Fig. 1: run 1, port wiring
Drawn at 2 px/um.
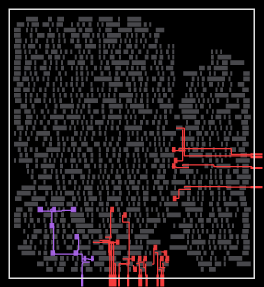
Fig. 2: run 1, congestion heat map
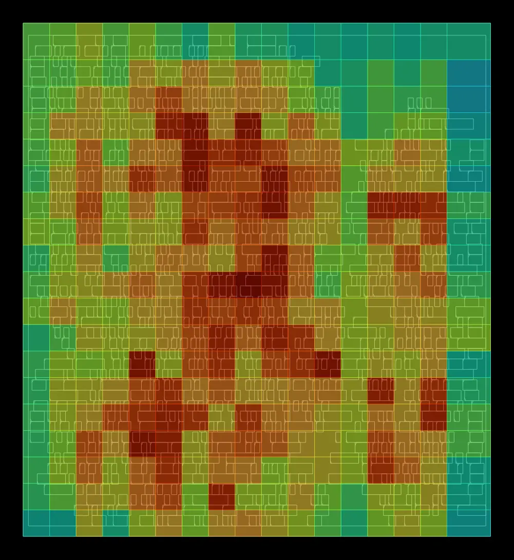
Fig. 3: run 1, the metal 4 layer
Drawn at 3 px/um. Supply wires on this layer in grey.
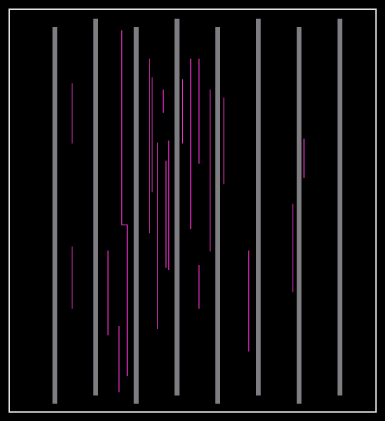
Fig. 4: run 1, clock network drawn from the DEF
Drawn at 3 px/um.
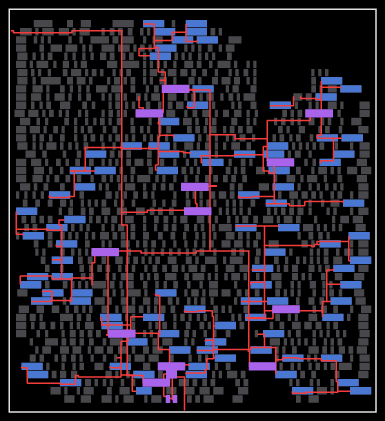
==> config.mk <==
export PLATFORM = sky130hd
export DESIGN_NAME = cg_burst_ctrl
export DESIGN_NICKNAME = d
export VERILOG_FILES = /design/src/rtl/cg_pkg.sv /design/src/rtl/CG_MOD_pos.sv /design/src/rtl/cg_burst_ctrl.sv
export SDC_FILE = /design/constraint.sdc
export NUM_CORES = 1
export LEC_CHECK = 0
export ABC_AREA = 1
export CELL_PAD_IN_SITES_DETAIL_PLACEMENT = 1
export CELL_PAD_IN_SITES_GLOBAL_PLACEMENT = 1
export CORE_ASPECT_RATIO = 1.1
export CORE_UTILIZATION = 42
export DETAILED_ROUTE_END_ITERATION = 16
export HOLD_SLACK_MARGIN = 0.12
export PLACE_DENSITY = 0.92
export SLEW_MARGIN = 5
export SYNTH_ARGS = -nofsm -noshare
export SYNTH_HDL_FRONTEND = slang
export SYNTH_SLANG_ARGS = --single-unit
==> constraint.sdc <==
create_clock -name CLK -period 4.1 [get_ports CLK]
set_input_delay 0.82 -clock CLK [delete_from_list [all_inputs] [get_ports CLK]]
set_output_delay 0.82 -clock CLK [all_outputs]
set_load 0.005 [all_outputs]
==> summary.txt <==
Notes from the flow run.

CTS:
- The run puts the number of cells upsized or downsized after cts at 2.
- The run gives the number of buffers inserted for hold repair after clock tree synthesis as 0.

Floorplanning:
- The run puts the floorplan core area at 0.0152 mm2.
- The run gives the die extent in x as 122 um.
- The initialized floorplan defines 47 standard-cell rows.
- The run gives the vertical extent of the die as 134 um.

Yosys:
- The run gives the number of warnings printed during yosys synthesis as 0.
- The post-synth count of flops with an enable pin is 0.
- The run puts the distinct cell type count of the synthesized netlist at 50.
- The run puts the gate count of the mapped netlist at 1,057.
- The run puts the number of nets at floorplan at 1,130.
- The run gives the number of cells in Yosys stat as 1,057.
- The run puts the number of flip-flops and latches in the synthesized netlist at 95.
- The run puts the mean area per synthesized cell at 6.27 um2.

Timing:
- Setup repair after global routing left no endpoint under its margin.
- The run gives the post-route worst setup slack as 0.0409 ns.
- The run gives the number of pins with negative max-slew slack in the final report as 0.
- The run gives the final hold violation count as 0.
- The worst pin sits at a relative slew slack of 0.322.
- For the pin with the worst max-slew slack, the measured transition is 1.02 ns.

Route:
- Per the detail_route log, met3 wirelength is 711 um.
- The highest metal layer carrying signal wires in the routed design is met4.
- The run gives the number of DRC markers after the initial detailed-route iteration as 356.
- The routed design uses 10,700 um of met2 wire.
- The detail route stage leaves a number of antenna-violating nets equal to 0.
- The run gives the number of design rule violations left after detail routing as 0.

Placement:
- Timing analysis after detailed placement gives a worst setup slack of 0.306 ns.
- Summed over all nets, the half-perimeter wirelength after detailed placement is 16,400 um.
- The run gives the last weighted congestion value of the routability-driven placer as 0.888.
- The detailed placer reported the number of placed instances as 1,324.

Critical path:
- STA shows the worst reg2reg path with a cell count of 14.
- The run gives the dominant delay contributor by cell family on the critical path as latches.
- The run puts the register-to-register path setup slack at 1.33 ns.
- The number of buffers and inverters on the critical path is 2.
- Among all stages on the critical path, the largest delay is contributed by dlxtn_1.
- The critical path endpoint has a required time of 3.28 ns.
- The run gives the kind of capture point of the worst setup path as a primary output.
- The run gives the kind of critical path as latch to primary output.
- The run gives the number of logic stages on the critical path including buffering as 3.
- The run gives the critical path data arrival time as 3.24 ns.

Min path:
- The run gives the number of instances on the worst hold path as 0.

Global route:
- The run puts the number of global-route vias before repair at 7,327.
- After global routing the overflow that remains totals 0.
- Entering global routing, the biggest net connects 62 pins.

Flow run:
- The run gives the reported max-cap violation count as 0.

Final layout:
- 0 antenna diodes ended up in the layout.
- The run puts the share of post-route cells with drive strength above 1 at 0.0715.
- The run puts the number of flip-flops in the largest register at 32.
- The layout has 2,081 filler cells.
- The run puts the total number of nets in the final design at 1,215.

Power and ir drop:
- Power spread over the standard cell area amounts to 395 mW/mm2.
- The run puts the worst-case vdd ir drop at 0.000194 V.
- For this design the static power due to leakage is 3.43 nW.

Run status:
- The flow ran to the end, and the final reports show no timing, DRC or antenna violations.
Notes on Fig. 1 above:
| colour | port | bits | direction | edge | end cells | buffers | wire |
|---|---|---|---|---|---|---|---|
| purple | `RST` | 1 | input | bottom | 9 | 1 | 86.7 um |
| red | `CONF_GAP` | 16 | input | 12 bottom, 4 right | 16 | 16 | 454 um |
boundary pin count: 97
PortBufs: 96

Notes on Fig. 2 above:
routing usage on met2: 0.477
global-route track usage on met3: 0.0462
Global Route met1 Usage: 0.327
gr usage total: 0.277
busiest metal layer after global routing: met2

Notes on Fig. 3 above:
nets with wire on the layer: 17
longest straight run: 64.7 um
share of all routed wire: 3.5%
post-detailed-routing wire length: 21,300 um
vias post-DR: 7,205

Notes on Fig. 4 above:
[purple] clock drivers | count: 15
[blue] flip-flops and latches | count: 95
[red] clock wires | length: 1,450 um
flops lie: widely spread
clock group power: 0.957 mW
post-route clock skew: 0.0110 ns
clock latency reported for the late side of the worst-skew pair: 0.47 ns
share of power burned in the clock network: 0.301

run 1: layout make-up:
class	instances	area (um2)	area share
multi-input combinational	795	4070	0.504
sequential	95	1900	0.235
timing repair buffer	99	981	0.122
inverter	137	518	0.0642
clock buffer	16	332	0.0411
tap	196	245	0.0304
clock inverter	5	33.8	0.00419
run 1: power by group:
group          total (mW)  switching (mW)  internal, mW  leakage, nW
sequential           1.05          0.0591         0.986        0.775
combinational        1.18           0.789         0.393         2.47
clock               0.957           0.397         0.560        0.185
total                3.18            1.24          1.94         3.43
run 1: kinds of logic (layout without fill, tap and decap cells):
family,count (synthesis),count (layout),share of synthesized area
and+or+nand+nor,580,580,0.403
DFF,94,94,0.284
AOI/OAI and AO/OA,161,161,0.132
xor gates and xnor gates,42,42,0.0555
buffers and inverters,167,257,0.100
latches,1,1,0.00227
adders and majority gates,12,12,0.0227
run 1: cell usage in the layout (no fill, tap or decap), types with 10 or more instances in the layout:
master,instances
ha_1,12
xor2_1,32
a21oi_1,61
clkbuf_16,12
nor3_1,17
clkdlybuf4s50_1,95
nand4_1,20
xnor2_1,10
nand3_1,97
o21ai_0,72
nand2_1,241
inv_1,127
dfxtp_1,94
nor2_1,148
run 1: layer usage:
metal,track usage,up-vias
met5,0,-
li1,-,3584
met4,0.139,0
met2,0.477,160
met3,0.0462,44
met1,0.327,3417
run 1: stage by stage:
stage	cell area (um2)	total power [mW]
2_1_floorplan	6630	1.87
3_3_place_gp	7720	2.20
3_5_place_dp	7720	2.23
4_1_cts	8070	3.19
5_1_grt	8070	3.39
6_report	8070	3.18
run 1: worst register-to-register path: stages, from the launching register on:
cell and delay [ns]:
dfxtp_1 0.34, inv_1 0.16, ha_1 0.20, buf_4 0.30, nand3_2 0.15, inv_2 0.36
nand2_1 0.16, nand2_1 0.09, nand2_1 0.06, nand2_1 0.06, nand2_1 0.10, inv_2 0.06
nand3_1 0.10, nand2_1 0.38, nor2_1 0.11
run 1: synth_stat cells, types with 4 or more instances:
library cell / instances / share of area
nand2_4: 4 / 0.0068
nand2_1: 241 / 0.14
xor2_1: 32 / 0.042
buf_2: 6 / 0.0045
nand4_1: 20 / 0.019
nand3b_1: 5 / 0.0057
dfxtp_1: 94 / 0.28
o21ai_0: 72 / 0.054
nand3_1: 97 / 0.073
nor2_1: 148 / 0.084
a21oi_1: 61 / 0.046
nor2_2: 7 / 0.0066
clkbuf_1: 17 / 0.0096
o211ai_1: 4 / 0.0045
a21oi_2: 4 / 0.0053
a31oi_1: 8 / 0.0076
inv_1: 127 / 0.072
nand3_2: 4 / 0.0060
nor3_2: 5 / 0.0076
nor3_1: 17 / 0.013
ha_1: 12 / 0.023
inv_2: 8 / 0.0045
nor2_4: 8 / 0.014
nand2_2: 8 / 0.0076
xnor2_1: 10 / 0.013
No activity file was given, so power comes from the tool's default toggle rates.
